File: src/rtl/fpu_fp16_to_int.sv
// Iterative FP16 to signed-integer converter.
// Serial right-shift alignment, round-to-nearest-even and saturation.
package fpu_fp16_to_int_pkg;
  typedef struct packed {
    logic       sign;
    logic [4:0] exp;
    logic [9:0] frac;
  } fp16_t;
endpackage

module fpu_fp16_to_int #(
  parameter int INTW = 16
) (
  input  logic            clock,
  input  logic            reset,
  input  logic            inValid,
  output logic            inReady,
  input  logic [15:0]     fpuIn,
  output logic            outValid,
  input  logic            outReady,
  output logic [INTW-1:0] intOut,
  output logic [2:0]      opStatusFlags
);
  import fpu_fp16_to_int_pkg::*;

  typedef enum logic [1:0] {
    IDLE,
    SHIFT,
    ROUND,
    OUT
  } state_t;

  localparam logic signed [7:0] EMAX = 8'(INTW - 1);
  localparam logic [INTW:0] LIMN = {2'b01, {(INTW-1){1'b0}}};
  localparam logic [INTW:0] LIMP = LIMN - 1'b1;
  localparam logic [INTW-1:0] MAXP = {1'b0, {(INTW-1){1'b1}}};
  localparam logic [INTW-1:0] MINN = {1'b1, {(INTW-1){1'b0}}};

  state_t state_q, state_d;

  fp16_t op;
  logic [4:0] exp_eff;
  logic signed [7:0] e_val;
  logic signed [7:0] sh;
  logic [10:0] sig;
  logic [4:0] lsh;
  logic [INTW:0] sig_shl;
  logic is_nan;
  logic special;
  logic to_shift;

  logic sign_q, sat_q, sat_neg_q;
  logic guard_q, sticky_q;
  logic [INTW:0] mag_q;
  logic [3:0] cnt_q;
  logic [INTW-1:0] res_q;
  logic [2:0] flg_q;

  logic inc;
  logic [INTW:0] rnd;
  logic [INTW-1:0] rnd_lo;
  logic ovf;
  logic sat_neg;

  assign op = fpuIn;
  assign exp_eff = (op.exp == 5'd0) ? 5'd1 : op.exp;
  assign e_val = $signed({3'b000, exp_eff}) - 8'sd15;
  assign sh = 8'sd10 - e_val;
  assign sig = {op.exp != 5'd0, op.frac};
  assign lsh = 5'(-sh);
  assign sig_shl = {{(INTW-10){1'b0}}, sig} << lsh;
  assign is_nan = (op.exp == 5'h1f) && (op.frac != 10'd0);
  assign special = (op.exp == 5'h1f) || (e_val > EMAX);
  assign to_shift = !special && (sh > 8'sd0) && (sh < 8'sd12);

  // Nearest-even: round up past the half, or on a tie with odd LSB
  assign inc = guard_q & (sticky_q | mag_q[0]);
  assign rnd = mag_q + {{INTW{1'b0}}, inc};
  assign rnd_lo = rnd[INTW-1:0];
  assign ovf = sign_q ? (rnd > LIMN) : (rnd > LIMP);
  assign sat_neg = sat_q ? sat_neg_q : sign_q;

  always_ff @(posedge clock) begin
    if (reset) begin
      state_q <= IDLE;
    end else begin
      state_q <= state_d;
    end
  end

  always_comb begin
    state_d  = state_q;
    inReady  = 1'b0;
    outValid = 1'b0;
    unique case (state_q)
      IDLE: begin
        inReady = 1'b1;
        if (inValid) begin
          state_d = to_shift ? SHIFT : ROUND;
        end
      end
      SHIFT: begin
        if (cnt_q == 4'd1) begin
          state_d = ROUND;
        end
      end
      ROUND: begin
        state_d = OUT;
      end
      OUT: begin
        outValid = 1'b1;
        if (outReady) begin
          state_d = IDLE;
        end
      end
      default: begin
        state_d = IDLE;
      end
    endcase
  end

  always_ff @(posedge clock) begin
    if (reset) begin
      sign_q    <= 1'b0;
      sat_q     <= 1'b0;
      sat_neg_q <= 1'b0;
      guard_q   <= 1'b0;
      sticky_q  <= 1'b0;
      mag_q     <= '0;
      cnt_q     <= '0;
      res_q     <= '0;
      flg_q     <= '0;
    end else begin
      unique case (state_q)
        IDLE: begin
          if (inValid) begin
            sign_q    <= op.sign;
            sat_q     <= special;
            sat_neg_q <= op.sign & ~is_nan;
            guard_q   <= 1'b0;
            sticky_q  <= 1'b0;
            mag_q     <= '0;
            if (!special) begin
              if (sh <= 8'sd0) begin
                mag_q <= sig_shl;
              end else if (sh < 8'sd12) begin
                mag_q <= {{(INTW-10){1'b0}}, sig};
                cnt_q <= sh[3:0];
              end else begin
                sticky_q <= |sig;
              end
            end
          end
        end
        SHIFT: begin
          sticky_q <= sticky_q | guard_q;
          guard_q  <= mag_q[0];
          mag_q    <= mag_q >> 1;
          cnt_q    <= cnt_q - 4'd1;
        end
        ROUND: begin
          if (sat_q || ovf) begin
            res_q <= sat_neg ? MINN : MAXP;
            flg_q <= 3'b100;
          end else begin
            res_q <= sign_q ? -rnd_lo : rnd_lo;
            flg_q <= {2'b00, guard_q | sticky_q};
          end
        end
        OUT: begin
        end
        default: begin
        end
      endcase
    end
  end

  assign intOut = res_q;
  assign opStatusFlags = flg_q;

endmodule

File: config.mk
export PLATFORM = sky130hd
export DESIGN_NAME = fpu_fp16_to_int
export DESIGN_NICKNAME = d
export VERILOG_FILES = /design/src/rtl/fpu_fp16_to_int.sv
export SDC_FILE = /design/constraint.sdc
export NUM_CORES = 1
export LEC_CHECK = 0
export CORE_MARGIN = 1
export CORE_UTILIZATION = 30
export CTS_CLUSTER_SIZE = 28
export DETAILED_ROUTE_END_ITERATION = 10
export HOLD_SLACK_MARGIN = 0.03
export PLACE_DENSITY_LB_ADDON = 0.12
export SLEW_MARGIN = 20
export SYNTH_ARGS = -nofsm -noshare
export SYNTH_HDL_FRONTEND = slang
export SYNTH_SLANG_ARGS = --single-unit
File: constraint.sdc
create_clock -name clock -period 5.5 [get_ports clock]
set_clock_uncertainty 0.2 [all_clocks]
set_input_delay 0.825 -clock clock [delete_from_list [all_inputs] [get_ports clock]]
set_output_delay 0.825 -clock clock [all_outputs]
set_load 0.02 [all_outputs]
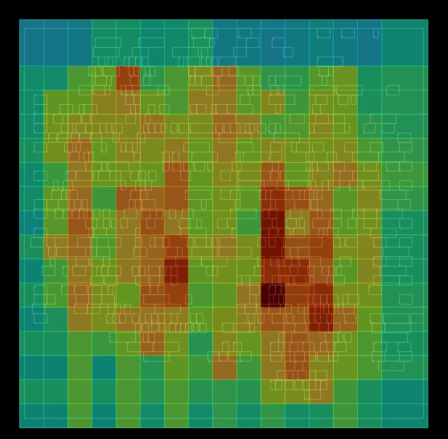
*Routing congestion, run 1*
grt met1 use: 23.2%
GRT Util Overall: 17.2%
highest-utilization routing layer at the global route stage: met2
met3 usage in global routing: 1.56%

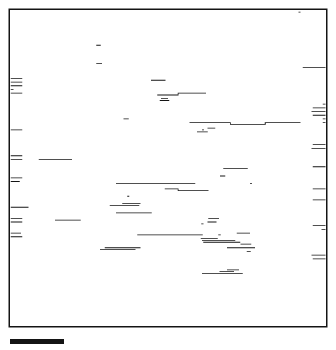
*Metal 3, run 1*
Bar = 20 um.
The wires run mostly horizontal. The layer carries 439 um of wire. The layer holds 3.9% of the routed length. 56 nets have wire on it. The longest straight run is 29.0 um.

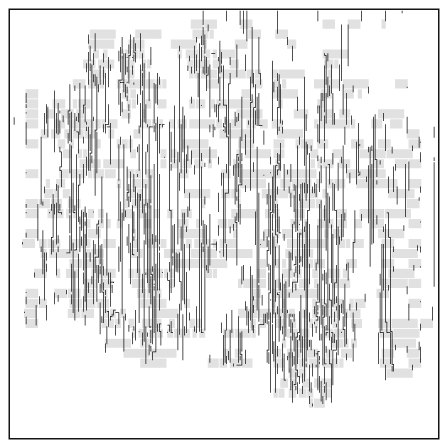
*The metal 2 layer, run 1*
Cells faint in the background.
The wires run mostly vertical. 441 nets have wire on it.

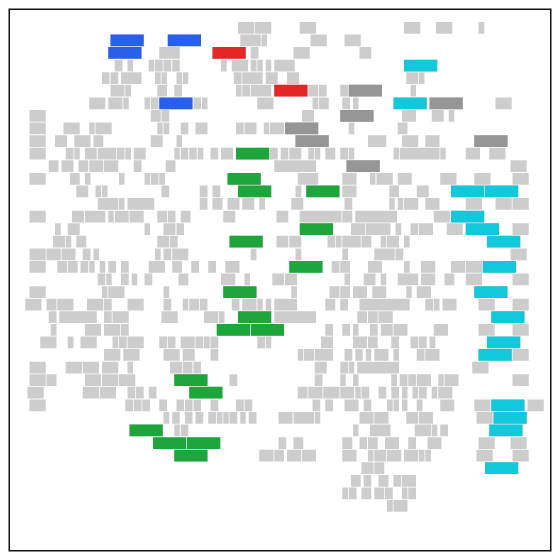
*Where the registers sit, run 1*
Other sequential cells in the stronger gray, the rest of the logic in the fainter gray.
Key: state_q = red [flops 2]; cnt_q = blue [flops 4, where north-west]; mag_q = green [flops 17]; intOut = cyan [flops 16]
Another 7 sequential cells are not colored.

==> run 1: synthesized netlist by cell type (4+ instances only) <==
| cell | count |
|---|---|
| a211oi_1 | 10 |
| nand4_1 | 8 |
| nand2_1 | 50 |
| nor4_1 | 9 |
| nor2_1 | 49 |
| nand3_1 | 24 |
| xor2_1 | 9 |
| xnor2_1 | 25 |
| ha_1 | 12 |
| and3_1 | 6 |
| a21o_1 | 5 |
| a221oi_1 | 4 |
| a31oi_1 | 5 |
| a22oi_1 | 6 |
| buf_2 | 5 |
| dfxtp_1 | 46 |
| a21oi_1 | 37 |
| mux2i_1 | 30 |
| o21ai_0 | 39 |
| nor3_1 | 16 |
| o31ai_1 | 5 |
| a311oi_1 | 6 |
| and2_1 | 8 |
| clkbuf_1 | 31 |
| inv_1 | 16 |
| nand3b_1 | 4 |
| a221o_1 | 15 |
==> run 1: power groups by stage <==
stage                     Sequential [mW]  Clock (mW)  Combinational, mW
after floorplan                     0.533           0              0.737
after global placement              0.606           0              0.952
after detailed placement            0.610           0              0.954
after CTS                           0.603       0.356              0.957
after global routing                0.625       0.372               1.06
final                               0.603       0.351              0.954
==> run 1: registers in the layout, indices dropped and copies added (netlist names), 2 cells and up <==
register,cells
cnt_q,4
intOut,16
mag_q,17
opStatusFlags,2
state_q,2
==> run 1: path summary, 6_finish.rpt <==
path	from	endpoint	slack (ps)	cells past startpoint
max	fpuIn[14]	mag_q[11]	800	14
min	sat_neg_q	sat_neg_q	260	2
max reg2reg	mag_q[0]	intOut[14]	1170	11
min reg2reg	sat_neg_q	sat_neg_q	260	2
==> run 1: cell type report <==
| type | instances | area [sq um] |
|---|---|---|
| Tap cell | 172 | 215 |
| Sequential cell | 46 | 921 |
| Fill cell | 1421 | 8140 |
| Timing Repair Buffer | 46 | 443 |
| Inverter | 17 | 63.8 |
| Multi-Input combinational cell | 423 | 2770 |
| Clock buffer | 6 | 139 |
| Clock inverter | 1 | 30.0 |
==> run 1: critical path, cell delays in order <==
cell and delay, ps:
clkdlybuf4s50_1 570, nor4_1 630, nor2_1 120, inv_1 80
buf_4 140, ha_1 260, nor2_1 190, a221o_1 200
o21ai_0 210, xnor2_2 710, mux2i_1 250, o21ai_0 90
a221oi_1 290, nor3_1 90
==> run 1: metrics by stage <==
stage	setup slack [ps]	utilization (%)
after floorplan	1490	-
after global placement	681	34.7
after detailed placement	467	34.7
after CTS	768	36.0
after global routing	384	36.0
final	804	36.0
==> run 1: cells by family after synthesis <==
| group | synth area share, % |
|---|---|
| mux | 8.46 |
| other cells | 0.0950 |
| fa+ha+maj | 3.80 |
| xor+xnor | 7.95 |
| simple gates | 24.7 |
| flops | 23.3 |
| buf+inv | 6.53 |
| compound gates | 25.2 |
==> run 1: layer usage <==
metal,part of all wire (%),routed length (um)
met5,0,0
met4,1.8,199
met3,3.9,439
met2,47,5300
met1,47,5370
==> run notes, run 1 <==
Entry: Yosys synthesis followed by OpenROAD place and route.

Run status:
- The flow ran to the end, and the final reports show no timing, DRC or antenna violations.

Synthesis:
- In the synthesis report, Yosys lists the chip area as 3950 sq um.
- The number of cells reported by Yosys stat comes to 529.
- The run puts the number of synthesized register bits at 46.
- The run gives the netlist area before placement as 3950 sq um.
- The run puts the count of cell types in the netlist at 58.
- The run puts the number of synthesized flops with an enable pin at 0.
- For this run, the number of Yosys warnings is 0.

Finish:
- The run puts the summed area of non-filler cells in the final layout at 4580 sq um.
- Once layout is complete, the cells apart from fillers number 711.
- The net count of the finished layout is 571.
- The run puts the relative area change from synthesis to final layout at 16.0%.

Timing:
- The pin closest to its max-slew limit shows a slew of 976 ps.
- Measured against its own limit, the worst slew margin works out to 34.7%.
- The run puts the post-layout period usage of the worst path at 85.4%.
- The run gives the worst hold-check slack as 256 ps.
- Setup repair after global routing left no endpoint under its margin.
- The run gives the minimum clock period as 4700 ps.
- Summed over all failing endpoints, the final setup total negative slack is 0 ps.
- The run gives the maximum frequency from static timing analysis as 213 MHz.

CTS:
- The run gives the post-cts gate resize count as 0.
- TritonCTS built the clock tree.
- CTS added clock buffers totalling 5.
- The run gives the clock latency on the worst-skew pair as 290 ps.
- The H-tree was split into 2 levels.
- The run puts the clock tree buffer depth at 2.
- On the reported timing paths, the clock transition at the registers reads 60 ps.

Floorplan:
- The run puts the y dimension of the die at 117 um.
- The run gives the count of boundary I/O pins as 41.
- The run puts the total number of placement rows at 41.
- The run gives the area enclosed by the die boundary as 13600 sq um.

Setup path:
- The run gives the sort of element at the end of the critical path as a flip-flop.

Place:
- The placed instances occupy a cell area of 4410 sq um.
- The run gives the last weighted congestion value of the routability-driven placer as 0.840.

Detailed routing:
- The run gives the detailed router's first-iteration violation count as 227.
- The run puts the antenna violation net count after detailed routing at 0.
- The run puts the average wire length per cell after detail routing at 15.9 um.
- The run gives the remaining design rule violation count as 0.

Pwr:
- The run puts the post-route total power at 1.91 mW.
- The run puts the fraction of power spent switching nets at 44.7%.
- Of the total power, combinational logic draws 50.0%.

Run:
- The run puts the max-cap violation count at 0.

Worst hold path:
- Note that the worst hold path type here is flip-flop to flip-flop.

GRT:
- The run gives the via count of the first global-routing pass as 3554.
## Run 2: what changed since run 1
- CORE_MARGIN: 1 -> 3
- HOLD_SLACK_MARGIN: 0.03 -> 0.06
==> run notes, run 2 <==
Entry: Yosys synthesis followed by OpenROAD place and route.

Detailed routing:
- The remaining design rule violation count is 0 (unchanged).
- The run puts the average wire length per cell after detail routing at 16.0 um (+0.81%).

Finish:
- The flip-flop count of the largest register, all copies and words added was 17 (unchanged).
- mag_q holds more flip-flops than any other register.
- The run gives the post-route non-filler standard cell count as 711 (unchanged).
- The final layout net count is 570 (-0.18%).
- The run puts the area of the multi-input gates at 2770 sq um (unchanged).

Synthesis:
- The warning count from the yosys run came to 0 (unchanged).
- The yosys stat chip area came to 3950 sq um (unchanged).
- The netlist area before placement is 3950 sq um (unchanged).

Setup path:
- For the worst reg-to-reg path, the startpoint reported by OpenROAD is mag_q[0].
- The run gives the cell type of the slowest stage on the worst timing path as xnor2_2.
- STA classifies the critical path endpoint as a flip-flop.

Worst hold path:
- The worst hold path terminates at sat_neg_q.
- The tightest min-delay check is of the flip-flop to flip-flop type.

Timing:
- The run gives the normalized max-slew margin as 38.9% (+4.2 points).
- The run puts the worst hold-check slack at 267 ps (+10.6 ps).
- Setup repair after global routing left no endpoint under its margin.
- The run gives the post-layout period usage of the worst path as 84.1% (-1.2 points).

Floorplan:
- The run puts the y dimension of the die at 121 um (+3.4%).
- The run puts the count of boundary I/O pins at 41 (unchanged).

CTS:
- The post-cts gate resize count is 0 (unchanged).
- The H-tree depth reported by CTS is 2 (unchanged).

Run status:
- The flow ran to the end, and the final reports show no timing, DRC or antenna violations.
-- run 2: kinds of logic after synthesis --
kind of cell | count (synthesis)
and+or+nand+nor | 194
DFF | 46
muxes | 32
xor gates and xnor gates | 35
adders and majority gates | 12
other | 1
AOI/OAI and AO/OA | 149
buffers and inverters | 60
-- run 2: routing by layer --
metal | part of all wire (%) | wire, um | up-vias | track usage, %
met5 | 0 | 0 | - | 0
met4 | 0.60 | 68 | 0 | 2.97
met3 | 2.9 | 334 | 4 | 1.64
met2 | 49 | 5570 | 60 | 27.6
met1 | 48 | 5430 | 1769 | 21.0
li1 | - | - | 1958 | -
-- run 2: cell type report --
cell class / count / area share, %
clock buffers: 6 / 3.05
clock inverters: 2 / 0.275
inverters: 17 / 1.40
multi-input cells: 423 / 60.8
flip-flops and latches: 46 / 20.2
well taps: 172 / 4.72
repair buffers: 45 / 9.56
-- run 2: worst max-delay path: cells and delay by family --
kind / cells / cell delay (ps)
AOI/OAI and AO/OA: 4 / 790
xor gates and xnor gates: 1 / 700
adders and majority gates: 1 / 290
buffers and inverters: 2 / 770
muxes: 1 / 250
and+or+nand+nor: 4 / 960
-- run 2: metrics by stage --
step / power, mW / setup WS, ps / instance area (sq um)
after floorplan: 1.27 / 1490 / 3950
after global placement: 1.55 / 683 / 4410
after detailed placement: 1.55 / 558 / 4410
after CTS: 1.87 / 850 / 4560
after global routing: 2.03 / 339 / 4560
final: 1.85 / 872 / 4560
-- run 2: worst max-delay path by stage --
stage	from	endpoint	slack (ps)	cells past startpoint
after floorplan	fpuIn[14]	mag_q[15]	1490	14
after global placement	fpuIn[14]	mag_q[11]	680	13
after detailed placement	fpuIn[14]	mag_q[11]	560	13
after CTS	fpuIn[14]	mag_q[11]	850	13
after global routing	fpuIn[14]	mag_q[11]	340	13
final	fpuIn[14]	mag_q[11]	870	13
-- run 2: report_power, final --
part	leakage (nW)	switching (mW)	internal [mW]
clock	0.0729	0.131	0.180
combinational	1.20	0.546	0.399
sequential	0.375	0.166	0.430
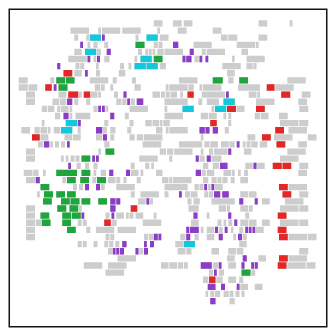
*Gate-type map, run 2*
Key: fa/ha/maj cells = cyan [cells 12, most used ha_1]; nand cells = purple [cells 93, most used nand2_1]; mux cells = green [cells 32, most used mux2i_1]; non-inverting ao/oa cells = red [cells 26, most used a221o_1]

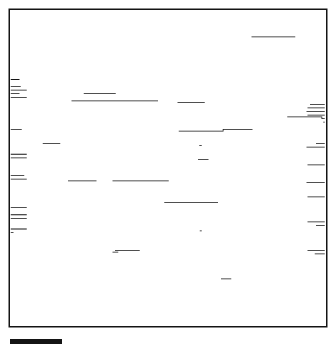
*Metal 3, run 2*
Bar = 20 um.
The layer carries 335 um of wire. The layer holds 2.9% of the routed length. The longest straight run is 32.7 um. The wires run mostly horizontal. 41 nets have wire on it.

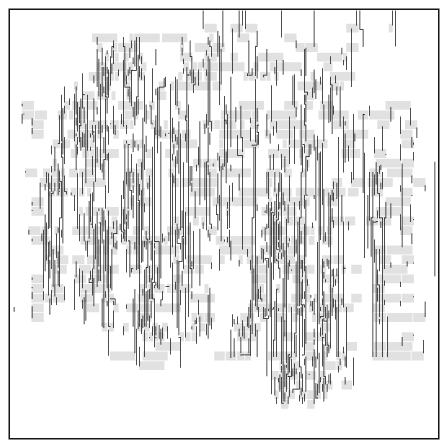
*The metal 2 layer, run 2*
Cells faint in the background.
The wires run mostly vertical. 442 nets have wire on it. The layer holds 49% of the routed length. The layer carries 5570 um of wire. The longest straight run is 61.9 um.

No activity file was given, so power comes from the tool's default toggle rates.
